## src/rtl/div.sv

```systemverilog
// Sequential signed divider, one quotient bit per clock.
// Restoring shift-subtract on magnitudes, then sign fix-up.
module div #(
    parameter int WIDTH = 32
) (
    input  logic             clock,
    input  logic             reset,
    input  logic             start,
    input  logic [WIDTH-1:0] dividend,
    input  logic [WIDTH-1:0] divisor,
    output logic [WIDTH-1:0] hi,
    output logic [WIDTH-1:0] lo,
    output logic             busy,
    output logic             done,
    output logic             div_zero
);

    typedef enum logic [1:0] {
        IDLE,
        RUN,
        FIX
    } state_t;

    localparam int CW = $clog2(WIDTH + 1);

    state_t           state;
    logic [WIDTH:0]   r;
    logic [WIDTH-1:0] q;
    logic [WIDTH-1:0] m;
    logic             qsign;
    logic             rsign;
    logic [CW-1:0]    count;

    logic [WIDTH:0]   r_sh;
    logic [WIDTH-1:0] q_sh;
    logic [WIDTH:0]   t;
    logic [WIDTH-1:0] a_mag;
    logic [WIDTH-1:0] b_mag;

    // One restoring step: shift {R,Q} left, trial-subtract M.
    always_comb begin
        r_sh  = (r << 1) | {{WIDTH{1'b0}}, q[WIDTH-1]};
        q_sh  = q << 1;
        t     = r_sh - {1'b0, m};
        a_mag = dividend[WIDTH-1] ? -dividend : dividend;
        b_mag = divisor[WIDTH-1] ? -divisor : divisor;
    end

    // Control FSM with registered results and status.
    always_ff @(posedge clock) begin
        if (reset) begin
            state    <= IDLE;
            hi       <= '0;
            lo       <= '0;
            busy     <= 1'b0;
            done     <= 1'b0;
            div_zero <= 1'b0;
            count    <= '0;
            r        <= '0;
            q        <= '0;
            m        <= '0;
            qsign    <= 1'b0;
            rsign    <= 1'b0;
        end else begin
            done <= 1'b0;
            unique case (state)
                IDLE: begin
                    if (start) begin
                        if (divisor == '0) begin
                            hi       <= dividend;
                            lo       <= '1;
                            div_zero <= 1'b1;
                            done     <= 1'b1;
                        end else begin
                            q        <= a_mag;
                            m        <= b_mag;
                            r        <= '0;
                            qsign    <= dividend[WIDTH-1] ^ divisor[WIDTH-1];
                            rsign    <= dividend[WIDTH-1];
                            count    <= '0;
                            div_zero <= 1'b0;
                            busy     <= 1'b1;
                            state    <= RUN;
                        end
                    end
                end
                RUN: begin
                    if (!t[WIDTH]) begin
                        r <= t;
                        q <= q_sh | {{(WIDTH-1){1'b0}}, 1'b1};
                    end else begin
                        r <= r_sh;
                        q <= q_sh;
                    end
                    count <= count + 1'b1;
                    if (count == CW'(WIDTH - 1)) begin
                        state <= FIX;
                    end
                end
                FIX: begin
                    lo    <= qsign ? -q : q;
                    hi    <= rsign ? -r[WIDTH-1:0] : r[WIDTH-1:0];
                    done  <= 1'b1;
                    busy  <= 1'b0;
                    state <= IDLE;
                end
                default: begin
                    state <= IDLE;
                    busy  <= 1'b0;
                end
            endcase
        end
    end

endmodule
```

## config.mk

```make
export PLATFORM = sky130hd
export DESIGN_NAME = div
export DESIGN_NICKNAME = d
export VERILOG_FILES = /design/src/rtl/div.sv
export SDC_FILE = /design/constraint.sdc
export NUM_CORES = 1
export LEC_CHECK = 0
export CELL_PAD_IN_SITES_DETAIL_PLACEMENT = 0
export CELL_PAD_IN_SITES_GLOBAL_PLACEMENT = 1
export CORE_MARGIN = 2
export CORE_UTILIZATION = 42
export CTS_CLUSTER_SIZE = 28
export DETAILED_ROUTE_END_ITERATION = 12
export PLACE_DENSITY = 0.77
export SYNTH_ARGS = -nofsm -noshare
export SYNTH_HDL_FRONTEND = slang
export SYNTH_SLANG_ARGS = --single-unit
```

## constraint.sdc

```tcl
create_clock -name clock -period 4.1 [get_ports clock]
set_input_delay 0.615 -clock clock [delete_from_list [all_inputs] [get_ports clock]]
set_output_delay 0.615 -clock clock [all_outputs]
set_load 0.02 [all_outputs]
```

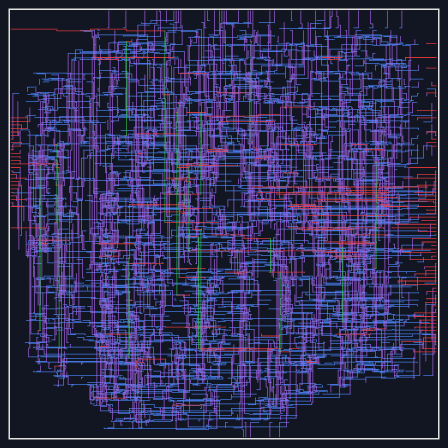
(images/layers.png)
| layer | colour | wire length |
|---|---|---|
| M3 | red | 1770 µm |
| M4 | green | 891 µm |
| M2 | purple | 15700 µm |
| M1 | blue | 15200 µm |
Tot GR Track Use: 0.2496
Routed WL: 33520 µm
WL per Instance: 18.71 µm
DR vias: 10260

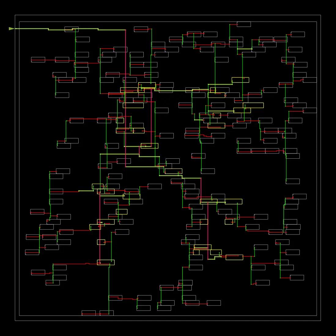
(images/clock_nets.png)
clk_buf instances: 17
cts bufs inserted: 17

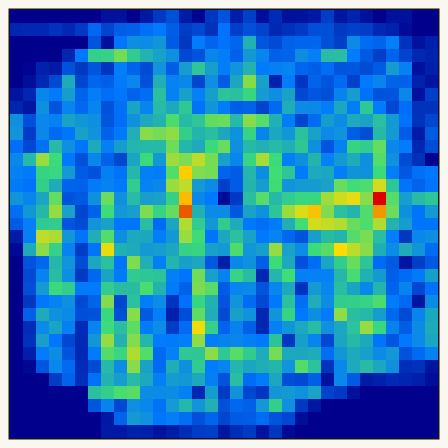
(images/route_heat.png)
33 x 33 tiles, from dark blue (low) to red (high), scaled to the fullest tile. Values are wire area over tile area, all layers added.
fullest tile: 0.72
nearly empty tiles: 9.6%
tiles over half the peak: 9.8%
mean over tiles: 0.20

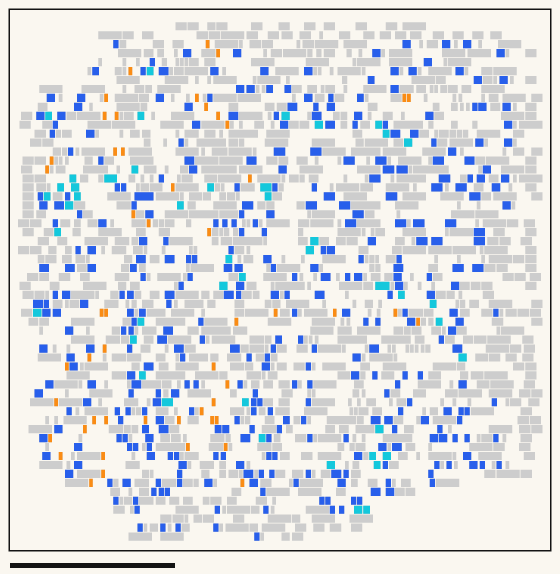
(images/gates.png)
Bar = 50 µm.
| family | colour | cells | most used |
|---|---|---|---|
| aoi and oai cells | blue | 361 | o21ai_0 |
| and/or cells | cyan | 45 | or3_1 |
| inv cells | orange | 51 | inv_1 |

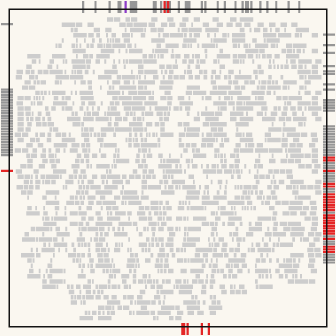
(images/pinout.png)
Pins as bars across the die edge, other pins in grey.
| port | colour | pins | direction | edge |
|---|---|---|---|---|
| `reset` | purple | 1 | input | north |
| `hi` | red | 32 | output | 24 east, 5 south, 2 north, 1 west |
all pins by edge: 66 east, 35 north, 28 west, 5 south
die width: 164.1 µm
die height: 164.1 µm
Port Buffers: 133

==> deck_impl_summary.md <==
Run Summary

Critical path
  • Reg2reg start: r[27]$_SDFFE_PP0P_
  • WP buf/inv: 2
  • Critical R2R Capture: r[8]$_SDFFE_PP0P_
  • Largest delay share family, worst path: simple AND/OR/NAND/NOR gates
  • Critical path's most frequent cell: or4_1
  • Crit path capture: q[11]$_SDFFE_PP0P_
  • Slowest-stage cell, CP: or4_1
  • Data arrival, critical path: 3.83 ns
  • Worst EP required: 4.48 ns
  • Crit end category: register
  • Max FO, Critical Path: 28
  • Max incr delay on CP: 0.62 ns
  • Crit-path cells: clkdlybuf4s50_1 -> or3_1 -> or4_1 -> or4_1 -> or4_4 -> nand2_4 -> a21o_1 -> buf_12 -> a222oi_1 -> nor2_1
  • R2r worst-path depth: 11
  • CP startpoint: divisor[12]
  • Stages on worst setup path: 10
  • Startpoint types: primary input
  • R2r setup slk: 0.73 ns
  • Crit path kind: in -> reg

Cells and area
  • Comb area share: 0.5157
  • Layout Nets: 1554
  • Comb area: 6766 µm²
  • Util after Layout: 0.5211
  • Final clock-cell share: 0.04939
  • Reg area: 3463 µm²
  • Non-CTS buffers: 166
  • Comb gates: 1040
  • Finished Cell Area: 13120 µm²
  • Top cells excl fill/tap: dfxtp_1, nor2_1, nand2_1
  • Layout non-clock buf frac: 0.1249
  • Fraction of layout cells with a size suffix above 1: 0.06293
  • Registers: 173
  • Area growth, synth to finish: 21.93%
  • Flop share of the area: 0.2639
  • N_diodes: 0
  • Fin cells: 1792
  • Fillers: 2462
  • Largest cell class by area: logic gates
  • Top cell excl fill/tap: dfxtp_1

Floorplan
  • I/O pins: 134
  • Die Size: 26920 µm²
  • FP Util: 0.4274
  • # rows: 58
  • Well tap count: 330
  • Core ar.: 25180 µm²

Synthesis
  • Top cell area share: 0.3218
  • Top area cell types: dfxtp_1, xnor2_1, nor2_1, xor2_1, nand2_1
  • Post-synth top cells: dfxtp_1, nor2_1, nand2_1
  • Share of async-settable or async-resettable flops after synthesis: 0
  • Yosys simple share: 0.1864
  • Ys Warns: 0
  • Yosys aoi share: 0.2510
  • Mapped Avg Cell Area: 7.989 µm²
  • Synthesized area: 10760 µm²
  • Mux share: 0.02325
  • Yosys Instances: 1347
  • Synth logic family: AND-OR/OR-AND gates
  • Yosys Chip Area: 10760 µm²
  • Post-synth EDFFs: 0
  • Ys flops: 173
  • Register area share after synthesis: 0.3218
  • Synthesized instance count: 1347
  • Adder share: 0.04488
  • Largest area contributor in the netlist: dfxtp_1
  • Count leader, synth: dfxtp_1
  • Cell Type Count: 66
  • Synthesized Nets: 1452
  • Xor+xnor area frac: 0.1205

Hold path
  • Hold Path Sink: m[16]$_SDFFE_PP0P_
  • Min-Delay Path Depth: 2
  • Min-delay src: m[16]$_SDFFE_PP0P_
  • Min-Delay Path Class: reg -> reg

Flow run
  • Max Cap Viol: 0
  • Count of tool warnings: 26

Power and ir drop
  • PD cells: 732.0 nW/µm²
  • Overall power: 9.604 mW
  • Max VDD drop: 0.0007257 V
  • LEAKAGE: 4.831 nW

Route
  • DRC: 0
  • Routed vias/inst: 5.725
  • DR pass1 iterations: 8
  • Number of routed nets with antenna violations: 0
  • Iter 0 DRT Violations: 837

Final timing
  • Clock Skew: 0.01541 ns
  • Final period demand of the worst path: 3.445 ns
  • Worst Tran Pin Value: 1.082 ns
  • Hold WS: 0.4578 ns
  • Setup TNS: 0 ns
  • Final Cycle Share: 0.8402
  • Slew HR: 0.2777
  • Max-slew violation count: 0
  • RSZ-0062 raised after global routing: no
  • Hold Vio Cnt, Final: 0
  • Fin worst setup slack: 0.6550 ns
  • # setup viols final: 0

Placement
  • Placed instance area: 12470 µm²
  • Dpl hpwl: 25470 µm
  • Placer Congestion: 0.8621
  • Post-Place Cells: 1760
  • DP Worst Slack: 0.2092 ns

Clock tree
  • Root buffer cell: clkbuf_16
  • Post CTS Setup Buffer Count: 0
  • # clock sinks: 173
  • Clock transition at path regs: 0.08 ns
  • Post-cts repair resize count: 0
  • CTS tree: done
  • Clk latency late pin: 0.45 ns
  • Hold_buf cts: 0
  • CTS H-tree depth: 4

Outcome
  • Status: finished, final reports clean

Global routing
  • Antenna violations before repair: 0
  • Largest net degree at the start of global routing: 99
  • Global route overflow: 0
[where the power goes]
group / internal (mW) / switching, mW / total (mW)
Clock: 0.948 / 0.819 / 1.77
Sequential: 1.87 / 0.282 / 2.16
Combinational: 2.36 / 3.32 / 5.68
[routing by layer]
layer / wire, µm / track usage / vias to the layer above / part of all wire
met5: 0 / 0 / - / 0
met4: 890 / 0.08612 / 0 / 0.027
met3: 1770 / 0.03611 / 43 / 0.053
met2: 15690 / 0.4154 / 296 / 0.47
met1: 15170 / 0.3300 / 4828 / 0.45
li1: - / - / 5093 / -
No activity file was given, so power comes from the tool's default toggle rates.
